==> config.mk <==
export PLATFORM = sky130hd
export DESIGN_NAME = cordic_vectoring
export DESIGN_NICKNAME = d
export VERILOG_FILES = /design/src/rtl/cordic_pkg.sv /design/src/rtl/cordic_vector_step.sv /design/src/rtl/cordic_vectoring.sv
export SDC_FILE = /design/constraint.sdc
export NUM_CORES = 1
export LEC_CHECK = 0
export CAP_MARGIN = 20
export CELL_PAD_IN_SITES_DETAIL_PLACEMENT = 1
export CELL_PAD_IN_SITES_GLOBAL_PLACEMENT = 1
export CORE_UTILIZATION = 30
export DETAILED_ROUTE_END_ITERATION = 7
export PLACE_DENSITY_LB_ADDON = 0.1
export SETUP_SLACK_MARGIN = 0.1
export SLEW_MARGIN = 5
export SYNTH_ARGS = -nofsm -noshare
export SYNTH_HDL_FRONTEND = slang
export SYNTH_HIERARCHICAL = 1
export SYNTH_SLANG_ARGS = --single-unit
export TNS_END_PERCENT = 100
==> constraint.sdc <==
create_clock -name clk_i -period 9.25 [get_ports clk_i]
set_clock_uncertainty 0.2 [all_clocks]
set_input_delay 1.85 -clock clk_i [delete_from_list [all_inputs] [get_ports clk_i]]
set_output_delay 1.85 -clock clk_i [all_outputs]
set_load 0.05 [all_outputs]
==> src/rtl/cordic_pkg.sv <==
// -----------------------------------------------------------------------------
// cordic_pkg
// Shared definitions for the vectoring-mode CORDIC engine:
//   - state_t         : controller state encoding (IDLE / ITER / DONE)
//   - ATAN_Q15        : atan(2^-i)/pi * 2^15, rounded, for i = 0..14
//   - CORDIC_GAIN_Q15 : accumulated CORDIC gain K (~1.64676) in Q1.15
//   - atan_lut()      : returns ATAN[i] rescaled to a given fractional width
// -----------------------------------------------------------------------------
package cordic_pkg;

  typedef enum logic [1:0] {
    ST_IDLE = 2'd0,
    ST_ITER = 2'd1,
    ST_DONE = 2'd2
  } state_t;

  localparam int ATAN_FRAC = 15;
  localparam int ATAN_LEN  = 15;

  // Binary-angle table: 2^15 corresponds to pi.
  localparam int ATAN_Q15 [ATAN_LEN] = '{
    8192, 4836, 2555, 1297, 651, 326, 163, 81, 41, 20, 10, 5, 3, 1, 1
  };

  // K = prod_{i=0..14} sqrt(1 + 2^-2i) ~= 1.646760, scaled by 2^15.
  localparam int CORDIC_GAIN_Q15 = 53961;

  // The table is held at 15 fractional bits; narrower angle words get a
  // round-half-up rescale, wider ones a plain left shift.
  function automatic int atan_lut(input int idx, input int n_frac);
    int v;
    v = 0;
    if (idx >= 0 && idx < ATAN_LEN) v = ATAN_Q15[idx];
    if (n_frac < ATAN_FRAC)
      v = (v + (1 << (ATAN_FRAC - n_frac - 1))) >>> (ATAN_FRAC - n_frac);
    else if (n_frac > ATAN_FRAC)
      v = v << (n_frac - ATAN_FRAC);
    return v;
  endfunction

endpackage

==> src/rtl/cordic_vector_step.sv <==
// -----------------------------------------------------------------------------
// cordic_vector_step
// One combinational vectoring-mode micro-rotation. Drives y toward zero and
// accumulates the rotated angle.
// Ports:
//   i_x, i_y   signed N_FRAC+3 current vector (Q3.N_FRAC)
//   i_z        signed N_FRAC+1 current angle accumulator (binary angle)
//   i_shift    iteration index i (shift amount)
//   i_atan     ATAN[i] for this iteration
//   o_x, o_y   next vector
//   o_z        next angle (wraps modulo 2^(N_FRAC+1))
// -----------------------------------------------------------------------------
module cordic_vector_step #(
  parameter int N_FRAC         = 15,
  parameter int BW_SHIFT_VALUE = 4
) (
  input  logic signed [N_FRAC+2:0]       i_x,
  input  logic signed [N_FRAC+2:0]       i_y,
  input  logic signed [N_FRAC:0]         i_z,
  input  logic        [BW_SHIFT_VALUE-1:0] i_shift,
  input  logic signed [N_FRAC:0]         i_atan,
  output logic signed [N_FRAC+2:0]       o_x,
  output logic signed [N_FRAC+2:0]       o_y,
  output logic signed [N_FRAC:0]         o_z
);

  logic signed [N_FRAC+2:0] w_x_sh;
  logic signed [N_FRAC+2:0] w_y_sh;

  assign w_x_sh = i_x >>> i_shift;
  assign w_y_sh = i_y >>> i_shift;

  // Rotate clockwise when y is non-negative, counter-clockwise otherwise;
  // both updates use the incoming (old) x/y.
  always_comb begin
    o_x = i_x;
    o_y = i_y;
    o_z = i_z;
    if (!i_y[N_FRAC+2]) begin
      o_x = i_x + w_y_sh;
      o_y = i_y - w_x_sh;
      o_z = i_z + i_atan;
    end else begin
      o_x = i_x - w_y_sh;
      o_y = i_y + w_x_sh;
      o_z = i_z - i_atan;
    end
  end

endmodule

==> src/rtl/cordic_vectoring.sv <==
// -----------------------------------------------------------------------------
// cordic_vectoring
// Iterative vectoring-mode CORDIC: converts (x, y) to K*|v| and atan2(y, x),
// one micro-rotation per clock, valid/ready on both sides.
// Ports:
//   clk_i        clock (rising edge)
//   rst_i        asynchronous active-low reset
//   in_valid_i   x_i/y_i valid
//   in_ready_o   high in IDLE; vector accepted on in_valid_i && in_ready_o
//   x_i, y_i     signed Q1.N_FRAC input vector
//   out_valid_o  result valid (DONE)
//   out_ready_i  downstream accepts result
//   magnitude_o  unsigned Q3.N_FRAC, K*sqrt(x^2+y^2), gain not compensated
//   angle_o      signed binary angle, 2^N_FRAC = pi
// -----------------------------------------------------------------------------
module cordic_vectoring
  import cordic_pkg::*;
#(
  parameter int N_FRAC         = 15,
  parameter int N_ITER         = 15,
  parameter int BW_SHIFT_VALUE = 4
) (
  input  logic                   clk_i,
  input  logic                   rst_i,
  input  logic                   in_valid_i,
  output logic                   in_ready_o,
  input  logic signed [N_FRAC:0] x_i,
  input  logic signed [N_FRAC:0] y_i,
  output logic                   out_valid_o,
  input  logic                   out_ready_i,
  output logic [N_FRAC+2:0]      magnitude_o,
  output logic signed [N_FRAC:0] angle_o
);

  localparam int DW = N_FRAC + 1;
  localparam int XW = N_FRAC + 3;
  localparam logic [BW_SHIFT_VALUE-1:0] LAST_ITER = BW_SHIFT_VALUE'(N_ITER - 1);
  localparam logic signed [DW-1:0] HALF_PI = DW'(1 << (N_FRAC - 1));

  state_t r_state;
  state_t w_state_nxt;

  logic [BW_SHIFT_VALUE-1:0] r_iter;
  logic signed [XW-1:0]      r_x;
  logic signed [XW-1:0]      r_y;
  logic signed [DW-1:0]      r_z;
  logic [XW-1:0]             r_mag;
  logic signed [DW-1:0]      r_ang;

  logic                      w_in_ready;
  logic                      w_out_valid;
  logic                      w_last;
  logic signed [XW-1:0]      w_x_ext;
  logic signed [XW-1:0]      w_y_ext;
  logic signed [XW-1:0]      w_x_ld;
  logic signed [XW-1:0]      w_y_ld;
  logic signed [DW-1:0]      w_z_ld;
  logic signed [DW-1:0]      w_atan;
  logic signed [XW-1:0]      w_x_nxt;
  logic signed [XW-1:0]      w_y_nxt;
  logic signed [DW-1:0]      w_z_nxt;

  assign w_last = (r_iter == LAST_ITER);
  assign w_atan = DW'(atan_lut(int'(r_iter), N_FRAC));

  // Inputs are widened before any negation so that -(-1.0) is representable.
  assign w_x_ext = XW'(x_i);
  assign w_y_ext = XW'(y_i);

  // Pre-rotation by +/-pi/2 moves left-half-plane vectors into x >= 0,
  // where the micro-rotations converge.
  always_comb begin
    w_x_ld = w_x_ext;
    w_y_ld = w_y_ext;
    w_z_ld = '0;
    if (x_i[N_FRAC]) begin
      if (!y_i[N_FRAC]) begin
        w_x_ld = w_y_ext;
        w_y_ld = -w_x_ext;
        w_z_ld = HALF_PI;
      end else begin
        w_x_ld = -w_y_ext;
        w_y_ld = w_x_ext;
        w_z_ld = -HALF_PI;
      end
    end
  end

  cordic_vector_step #(
    .N_FRAC         (N_FRAC),
    .BW_SHIFT_VALUE (BW_SHIFT_VALUE)
  ) u_step (
    .i_x     (r_x),
    .i_y     (r_y),
    .i_z     (r_z),
    .i_shift (r_iter),
    .i_atan  (w_atan),
    .o_x     (w_x_nxt),
    .o_y     (w_y_nxt),
    .o_z     (w_z_nxt)
  );

  always_ff @(posedge clk_i or negedge rst_i) begin
    if (!rst_i) r_state <= ST_IDLE;
    else        r_state <= w_state_nxt;
  end

  always_comb begin
    w_state_nxt = r_state;
    w_in_ready  = 1'b0;
    w_out_valid = 1'b0;
    case (r_state)
      ST_IDLE: begin
        w_in_ready = 1'b1;
        if (in_valid_i) w_state_nxt = ST_ITER;
      end
      ST_ITER: begin
        if (w_last) w_state_nxt = ST_DONE;
      end
      ST_DONE: begin
        w_out_valid = 1'b1;
        if (out_ready_i) w_state_nxt = ST_IDLE;
      end
      default: w_state_nxt = ST_IDLE;
    endcase
  end

  always_ff @(posedge clk_i or negedge rst_i) begin
    if (!rst_i) begin
      r_iter <= '0;
      r_x    <= '0;
      r_y    <= '0;
      r_z    <= '0;
      r_mag  <= '0;
      r_ang  <= '0;
    end else begin
      case (r_state)
        ST_IDLE: begin
          if (in_valid_i) begin
            r_x    <= w_x_ld;
            r_y    <= w_y_ld;
            r_z    <= w_z_ld;
            r_iter <= '0;
          end
        end
        ST_ITER: begin
          r_x <= w_x_nxt;
          r_y <= w_y_nxt;
          r_z <= w_z_nxt;
          if (w_last) begin
            // Final x is the non-negative gain-scaled magnitude.
            r_mag  <= $unsigned(w_x_nxt);
            r_ang  <= w_z_nxt;
            r_iter <= '0;
          end else begin
            r_iter <= r_iter + BW_SHIFT_VALUE'(1);
          end
        end
        default: ;
      endcase
    end
  end

  assign in_ready_o  = w_in_ready;
  assign out_valid_o = w_out_valid;
  assign magnitude_o = r_mag;
  assign angle_o     = r_ang;

endmodule

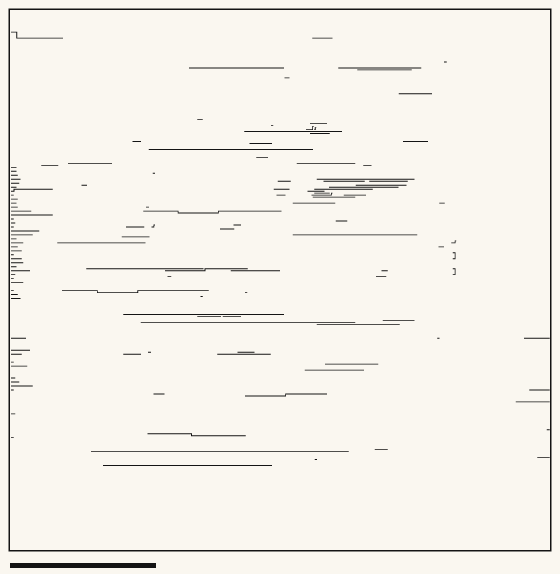
Run 1: met3 routing
The bar under the picture is 50 µm long.
The layer carries 1420 µm of wire. The longest straight run is 87.9 µm. The layer holds 3.8% of the routed length. 107 nets have wire on it.

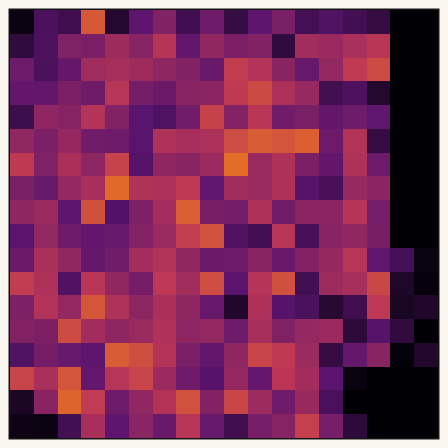
Run 1: cell area per tile
18 x 18 tiles, from black (low) to pale yellow (high), 0 to 100% covered.
The densest ninth of the die: middle. The mean over all tiles is 32%. 10% of the tiles are nearly empty. The fullest tile reaches 66%. The emptiest ninth of the die: bottom right.

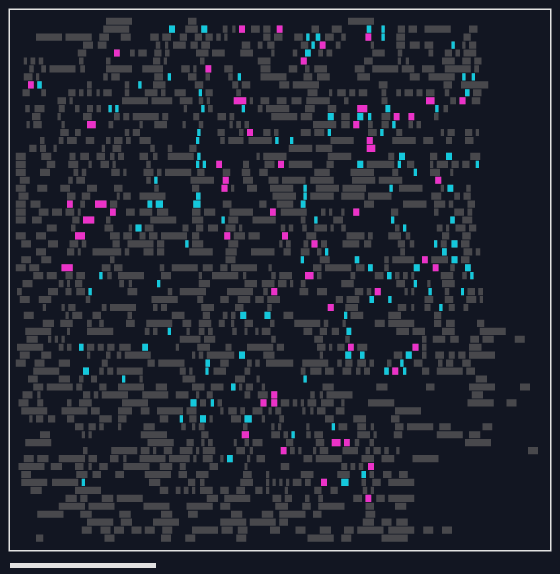
Run 1: gate families picked out
The bar under the picture is 50 µm long.
Key: magenta = and/or cells [cells 54]; cyan = nand cells [cells 112]

## run 1: area by class of cell
type	count	area, µm²	area share [%]
multi-input cells	945	7310	63.9
flip-flops and latches	92	2310	20.2
repair buffers	87	836	7.31
well taps	442	553	4.83
clock buffers	9	225	1.97
inverters	34	128	1.12
clock inverters	7	81.3	0.711
diodes	1	2.50	0.0219
## run 1: Yosys cell counts, types with 11 or more instances
cell	instances
a211oi_1	17
a21o_1	18
a21oi_1	93
a221o_1	16
a22o_1	26
a22oi_1	13
a31oi_1	15
and2_1	15
buf_1	12
buf_2	13
clkbuf_1	35
dfrtp_1	92
ha_1	60
inv_1	33
mux2_2	45
mux2i_1	35
mux4_2	29
nand2_1	63
nand2b_1	19
nand3_1	21
nor2_1	88
nor2b_1	22
nor3_1	21
o21ai_0	59
o22ai_1	13
or2_2	11
xnor2_1	76
xor2_1	33
## run 1: flip-flops by register name, indices dropped and copies added (netlist names)
| name | flops |
|---|---|
| r_z | 16 |
| r_state | 2 |
| angle_o | 16 |
| magnitude_o | 18 |
| r_iter | 4 |
| r_x | 18 |
| r_y | 18 |
## run 1: through the flow
step | hold WS (ps) | util, %
after floorplan | 266 | -
after global placement | 287 | 34.0
after detailed placement | 295 | 34.0
after CTS | 314 | 34.9
after global routing | 332 | 35.0
final | 310 | 35.0
==> GITHUB_STEP_SUMMARY, run 1 <==
### Flow metrics

| Metric | Value |
|---|---|
| Global-route wire length before repair | 57.8 mm |
| Core area | between 0.03 and 0.04 mm² |
| Flip-flops with a built-in enable | 0 |
| Die ar. | about 0.034 mm² |
| Wire length per cell | 23.1 µm |
| Syn Area/Cell | ~8.8 µm² |
| Total grt overflow | 0 |
| Die Span X | between 150 and 200 µm |
| Row count | between 60 and 70 |
| Post-Syn Instances | approximately 1100 |
| Worst-path maximum fanout | 49 |
| Critical Path RT | 9300 ps |
| Vias in the first global route | roughly 9000 |
| Worst-path clk slew | ~90 ps |
| Initial antenna violation count | 1 |
| CP Depth | 16 |
| Vias per std cell | roughly 5.7 |
| DR WL met2 | around 16 mm |
| CP startpoint | r_iter[1]$_DFFE_PN0P_ |
| Layout Cell Area excl Fill | between 0.01 and 0.015 mm² |
| Root Driver | clkbuf_16 |
| Clk latency late pin | approximately 370 ps |
| Xor+xnor area frac | a little under a tenth |
| Worst setup endpoint | r_x[11]$_DFFE_PN0P_ |
| Most used logic cell in the final layout | a21oi_1 |
| Slowest-stage cell, CP | o41ai_1 |
| Crit path launch type | flip-flop |
| Final setup vio count | 0 |
| Area leader, netlist | dfrtp_1 |
| Die y size | 185 µm |
| Slew @ Worst Pin | around 970 ps |
| Met3 WL | roughly 1.4 mm |
| Worst Reg-to-Reg Cells | 16 |
| Synth Area in Simple Gates | between 10% and 20% |
| Met1 WL | roughly 19 mm |
| Met2 Use GR | around a third |
| Placed cell area | 0.0111 mm² |
| Share of layout cells above drive strength 1 | approximately an eighth |
| Max-Cap Viols | 0 |
| CP Cell Sequence | buf_4 > nor2_1 > mux2i_1 > o21ai_0 > o32ai_2 > and2_1 > or2_1 > xor2_1 > ha_1 > o41ai_1 > o21ai_0 > o21a_1 > nor2_1 > xnor2_1 > a222oi_1 > o21ai_1 |
| Synthesized area | approximately 0.010 mm² |
| Resize count post-CTS | 0 |
| Clock sinks | just over 90 |
| CP max stage delay | around 800 ps |
| DP Worst Slack | approximately 2800 ps |
| Clock buffer depth | 2 |
| Flop2flop setup slack | around 3100 ps |
| Dominant comb cell | AND-OR/OR-AND gates |
| H-tree levels | 3 |
| GR Util met3 | under 10% |
| Drt drc | 0 |
| Status | finished, final reports clean |
| Fraction of registers with async set/reset | 100% |
| Router iterations before antenna repair | 5 |
| Ports | 72 |
| Most Used Layer, Global Route | met2 |
| Reg-to-reg critical path startpoint | r_iter[1]$_DFFE_PN0P_ |
| Synth cell types | 87 |
| Setup TNS | 0 ps |
| Fa+ha+maj area frac | under 10% |
| # Cells Yosys | roughly 1100 |
| Number of synthesized register bits | ~92 |
| Endpoints failing hold | 0 |
| CTS tree | built |
| CP Buf/Inv Count | 1 |
| R2r endpoint | r_x[11]$_DFFE_PN0P_ |
| Yosys warning count | 6 |
| Setup Fix Bufs, Post-CTS | 0 |
| Hold Path Class | reg2reg |
| IO Port Bufs | approximately 71 |
| Slew Limit Fails | 0 |
Run 1, port wiring:
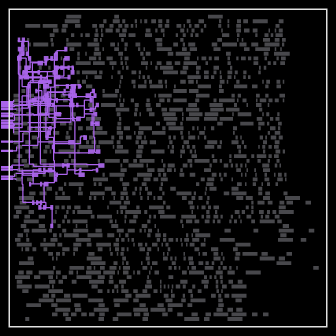

==> inputs of run 2 (changes only) <==
Clock period 9.25 ns to 4.93 ns, I/O delays scaled along.
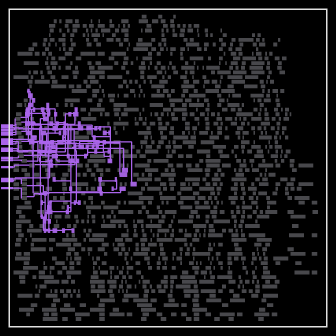
Run 2: port wiring
Key: purple = `x_i` [bits 16, direction input, end cells 93, buffers 17, wire 1610 µm]

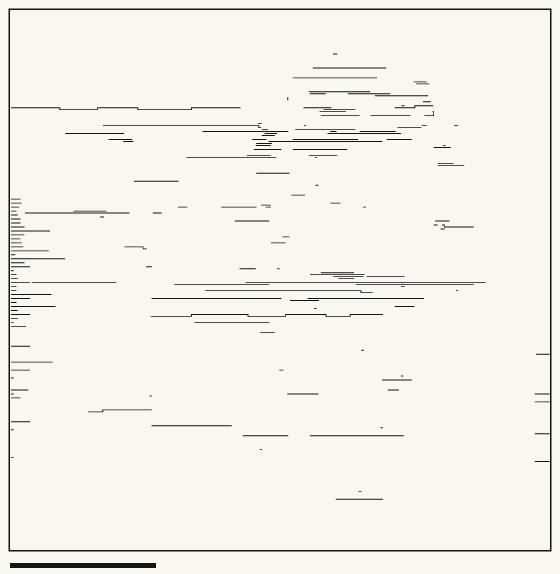
Run 2: met3 routing
The bar under the picture is 50 µm long.
The longest straight run is 81.9 µm. The layer carries 1690 µm of wire.

==> run 2 against run 1 <==
Compared with the run above:
- hold slack worse by 3.3 ps
- highest routed layer unchanged
- non-clock buffer count grew 140
- via count up 9.0%
- core utilization up 5.8 points
- flip-flop count is the same
- count of clock-buffer cells in the layout is the same
- first-iteration DRC count decreased by 3.3%
- synthesized area stayed put
- largest cell class unchanged
- die area did not move
- register-to-register slack got worse by 3000 ps
- wire length up 8.6%
==> GITHUB_STEP_SUMMARY, run 2 <==
### Flow metrics

| Metric | Value |
|---|---|
| Flip-flops with a built-in enable | 0 |
| Area leader, netlist | dfrtp_1 |
| Yosys warning count | 6 |
| IO Port Bufs | 71 |
| Share of layout cells above drive strength 1 | a little over 30% |
| Die ar. | roughly 0.034 mm² |
| # diodes | 0 |
| Most Used Layer, Global Route | met2 |
| Row count | around 66 |
| Syn Area/Cell | ~8.8 µm² |
| Die Span X | roughly 180 µm |
| Worst Reg-to-Reg Cells | 20 |
| Final setup vio count | 0 |
| CP max stage delay | between 400 and 500 ps |
| Worst-path clk slew | 70 ps |
| Fraction of registers with async set/reset | 100% |
| Ports | about 72 |
| DR WL met2 | between 15 and 20 mm |
| Met2 Use GR | ~36% |
| Core area | between 0.03 and 0.04 mm² |
| Most used logic cell in the final layout | buf_4 |
| Total grt overflow | 0 |
| Final Util | around two fifths |
| # Cells Yosys | approximately 1100 |
| Slew Limit Fails | 0 |
| Hold Slack | roughly 300 ps |
| Router iterations before antenna repair | 5 |
| CP Cell Sequence | buf_12 > buf_12 > buf_16 > mux2i_1 > mux4_2 > a221o_1 > and2_4 > and2_4 > or2_4 > xor2_1 > ha_2 > a21oi_4 > inv_2 > o41ai_4 > buf_4 > o311a_4 > a21oi_4 > a31oi_1 > xnor2_1 > mux2_2 |
| Worst-path maximum fanout | 6 |
| CP Buf/Inv Count | 5 |
| Yosys top cell by instances | a21oi_1 |
| CP Depth | 20 |
| Drt drc | 0 |
| Met1 WL | between 20 and 25 mm |
| DP Worst Slack | -67.5 ps |
| Synthesized area | 0.0100 mm² |
| Status | finished, final reports clean |
| Global-route wire length before repair | a little over 60 mm |
| Initial antenna violation count | 0 |
| Clk latency late pin | roughly 370 ps |
| Slew @ Worst Pin | between 900 and 1000 ps |
| Flop area | around 0.0023 mm² |
| Vias per std cell | between 5 and 6 |
| Wire length per cell | around 23 µm |
| Hold Path Class | reg2reg |
| Max-Cap Viols | 0 |
| Layout Cell Area excl Fill | ~0.013 mm² |
| Vias in the first global route | approximately 9800 |
| Setup TNS | 0 ps |
| Root Driver | clkbuf_16 |
| Resize count post-CTS | 11 |
| Post-Syn Instances | ~1100 |
| Setup Fix Bufs, Post-CTS | 1 |
| GR Util met3 | ~2.7% |
| Met3 WL | 1.69 mm |
| Synth cell types | approximately 87 |
| Die y size | about 180 µm |
| Number of synthesized register bits | 92 |
| Post-synth top cells | 93 x a21oi_1, 92 x dfrtp_1, 88 x nor2_1 |
| Crit path launch type | flip-flop |
-- run 2: cell counts after synthesis --
No cell type changed its count.
-- run 2: worst paths after layout --
| path | start | end | slack (ps) |
|---|---|---|---|
| min in group asynchronous | rst_i | r_z[0]$_DFFE_PN0P_ | 500 |
| max in group asynchronous | rst_i | r_z[12]$_DFFE_PN0P_ | 3000 |
| max reg2reg | r_iter[1]$_DFFE_PN0P_ | magnitude_o[17]$_DFFE_PN0P_ | 190 |
| min | magnitude_o[16]$_DFFE_PN0P_ | magnitude_o[16]$_DFFE_PN0P_ | 310 |
| min reg2reg | magnitude_o[16]$_DFFE_PN0P_ | magnitude_o[16]$_DFFE_PN0P_ | 310 |
| max | r_iter[1]$_DFFE_PN0P_ | magnitude_o[17]$_DFFE_PN0P_ | 190 |
-- run 2: cells by family (layout without fill, tap and decap cells) --
family          count (synthesis)  in the layout  synth area share, %
buf+inv                       101            277                 4.36
compound gates                350            350                 23.8
other cells                     1              3               0.0374
mux                           111            111                 15.3
flops                          92             92                 23.0
simple gates                  309            309                 15.9
xor+xnor                      109            109                 9.53
fa+ha+maj                      63             63                 8.09
-- run 2: area by class of cell --
cell class / instances / share of cell area [%]
Clock buffer: 9 / 1.69
Timing Repair Buffer: 227 / 15.5
Sequential cell: 92 / 17.3
Clock inverter: 7 / 0.788
Inverter: 34 / 0.985
Tap cell: 442 / 4.15
Multi-Input combinational cell: 945 / 59.5
Run 2, gate families picked out:
The bar under the picture is 50 µm long.
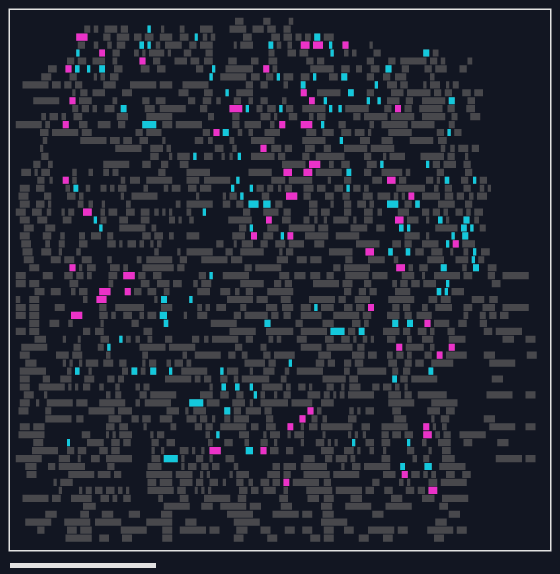

==> inputs of run 3 (changes only) <==
Settings changed: CAP_MARGIN 20 to unset, SLEW_MARGIN 5 to unset.
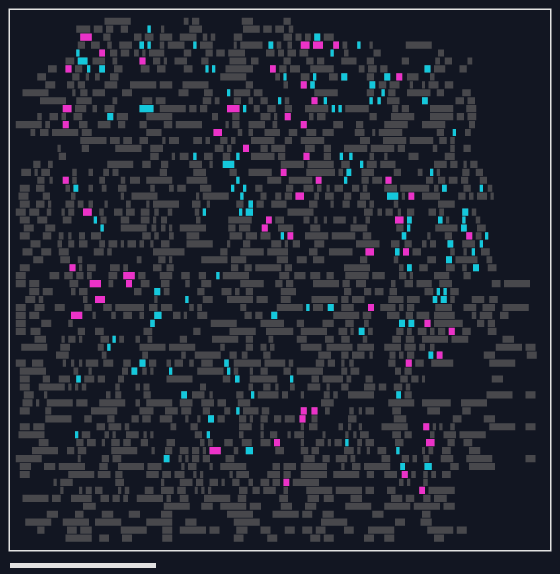
Run 3: gate families picked out
The bar under the picture is 50 µm long.
Key: cyan = nand cells [cells 112, where widely spread]; magenta = and/or cells [cells 54, where widely spread]

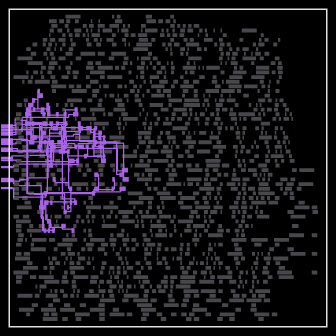
Run 3: port wiring
Key: purple = `x_i` [bits 16, direction input, end cells 93, buffers 17, wire 1590 µm]

==> run 3 against run 2 <==
Compared with the run above:
- count of clock-buffer cells in the layout stayed put
- synthesized cell count stayed put
- global-route usage hardly changed
- core utilization is 1.1 points lower
- synthesized area stayed put
==> GITHUB_STEP_SUMMARY, run 3 <==
### Flow metrics

| Metric | Value |
|---|---|
| Worst-path clk slew | around 70 ps |
| Number of synthesized register bits | around 92 |
| Top Layout Cells | 124 x buf_4, 88 x dfrtp_1, 81 x nor2_1 |
| Logic area | about 0.0078 mm² |
| DR WL met2 | between 15 and 20 mm |
| RD Place Congestion | roughly 0.85 |
| Hold Path Class | reg2reg |
| Synth cell types | 87 |
| Met2 Use GR | 35.8% |
| Total grt overflow | 0 |
| Met1 WL | 19.9 mm |
| Worst Reg-to-Reg Cells | 18 |
| Met3 WL | around 1.7 mm |
| Root Driver | clkbuf_16 |
| Starting Density | 30.6% |
| Most used logic cell in the final layout | buf_4 |
| Fraction of registers with async set/reset | 100% |
| CTS tree | built |
| GR Util met3 | ~2.5% |
| IO Port Bufs | 71 |
| Router iterations before antenna repair | 5 |
| Flop area | around 0.0023 mm² |
| Slowest-stage cell, CP | mux4_2 |
| Resize count post-CTS | 12 |
| Area leader, netlist | dfrtp_1 |
| Share of layout cells above drive strength 1 | between 20 and 30% |
| Core area | approximately 0.033 mm² |
| CP Cell Sequence | buf_4 > clkbuf_16 > mux4_2 > mux2_4 > or2_2 > nand2_4 > a21oi_1 > xor2_1 > ha_1 > o21ai_1 > a21oi_1 > o41ai_2 > buf_4 > o21bai_1 > a211oi_1 > nor2_2 > a222oi_1 > o21ai_1 |
| Flip-flops with a built-in enable | 0 |
| Clk latency late pin | about 370 ps |
| Flop2flop setup slack | 160 ps |
| DP Worst Slack | -56.6 ps |
| RSZ-0062 raised after global routing | yes |
| HP Start | r_z[0]$_DFFE_PN0P_ |
| CP top delay family | AND-OR/OR-AND gates |
| Global-route wire length before repair | 60.2 mm |
| Vias per std cell | approximately 5.6 |
| Syn Area/Cell | just under 9 µm² |
| Vias in the first global route | 9731 |
| Most Used Layer, Global Route | met2 |
| Crit. End Element | flip-flop |
| Status | finished, final reports clean |
| Synthesized area | between 0.01 and 0.015 mm² |
| Clock buffer depth | 2 |
| Yosys top cell by instances | a21oi_1 |
| Largest net degree at the start of global routing | between 60 and 70 |
| Post-Syn Instances | roughly 1100 |
| Setup Fix Bufs, Post-CTS | 0 |
| Worst-path maximum fanout | 7 |
| H-tree levels | 3 |
| Die Span X | roughly 180 µm |
| Row count | between 60 and 70 |
| Critical Path RT | roughly 5000 ps |
| Die ar. | around 0.034 mm² |
| Setup TNS | 0 ps |
| Area grow syn2layout | 29.4% |
| WHS Endpoint | r_z[0]$_DFFE_PN0P_ |
| Wire length per cell | approximately 23 µm |
| Yosys warning count | 6 |
| CP Buf/Inv Count | 3 |
| CTS buffer count | 9 |
| Ports | about 72 |
| Clock sinks | approximately 92 |
| Crit path launch type | flip-flop |
| CP max stage delay | about 540 ps |
| # diodes | 0 |
| # Cells Yosys | about 1100 |
| Final setup vio count | 0 |
| Yosys chip area | roughly 0.01 mm² |
| Slew @ Worst Pin | ~1100 ps |
| Initial antenna violation count | 0 |
| Drt drc | 0 |
| Post-synth top cells | 93 x a21oi_1, 92 x dfrtp_1, 88 x nor2_1 |
| Reg-to-reg critical path startpoint | r_iter[1]$_DFFE_PN0P_ |
| Max-Cap Viols | 0 |
| Fillcell total | 3818 |
| Post-synth seq share | between 20% and 30% |
| Post-Route WL | 40.2 mm |
| R2r endpoint | r_x[9]$_DFFE_PN0P_ |
| Hold bufs inserted after CTS | 0 |
| Main flop type | dfrtp_1 |
| Endpoints failing hold | 0 |
| Die y size | around 180 µm |
| Slew Limit Fails | 0 |
## run 3: cell counts after synthesis
Identical to the previous run, type by type.
## run 3: cell families (layout without fill, tap and decap cells)
kind of cell	count (synthesis)	in the layout	synth area share [%]
xor+xnor	109	109	9.53
other cells	1	3	0.0374
flops	92	92	23.0
buf+inv	101	255	4.36
mux	111	111	15.3
fa+ha+maj	63	63	8.09
simple gates	309	309	15.9
compound gates	350	350	23.8
## run 3: worst max-delay path by stage
stage	start	end	slack [ps]	cells after the start
floorplan	r_iter[1]$_DFFE_PN0P_	r_y[16]$_DFFE_PN0P_	90	20
global placement	r_iter[1]$_DFFE_PN0P_	angle_o[15]$_DFFE_PN0P_	9	20
detailed placement	r_iter[1]$_DFFE_PN0P_	angle_o[15]$_DFFE_PN0P_	-60	20
CTS	r_iter[1]$_DFFE_PN0P_	angle_o[15]$_DFFE_PN0P_	110	19
global route	r_iter[3]$_DFFE_PN0P_	r_y[16]$_DFFE_PN0P_	-5	18
finish	r_iter[1]$_DFFE_PN0P_	r_x[9]$_DFFE_PN0P_	160	18
## run 3: layout make-up
class / instances / share of cell area (%)
timing repair buffer: 205 / 14.2
sequential: 92 / 17.8
clock inverter: 7 / 0.637
inverter: 34 / 1.01
clock buffer: 9 / 1.74
multi-input combinational: 945 / 60.3
tap: 442 / 4.27
## run 3: through the flow
step	hold slack (ps)	instance area, µm²	instances	utilization (%)
after global placement	287	11900	1693	36.3
after floorplan	266	10000	1138	-
after CTS	313	12200	1709	37.4
after global routing	321	13000	1734	39.6
final	305	13000	1734	39.6
after detailed placement	292	11900	1693	36.3
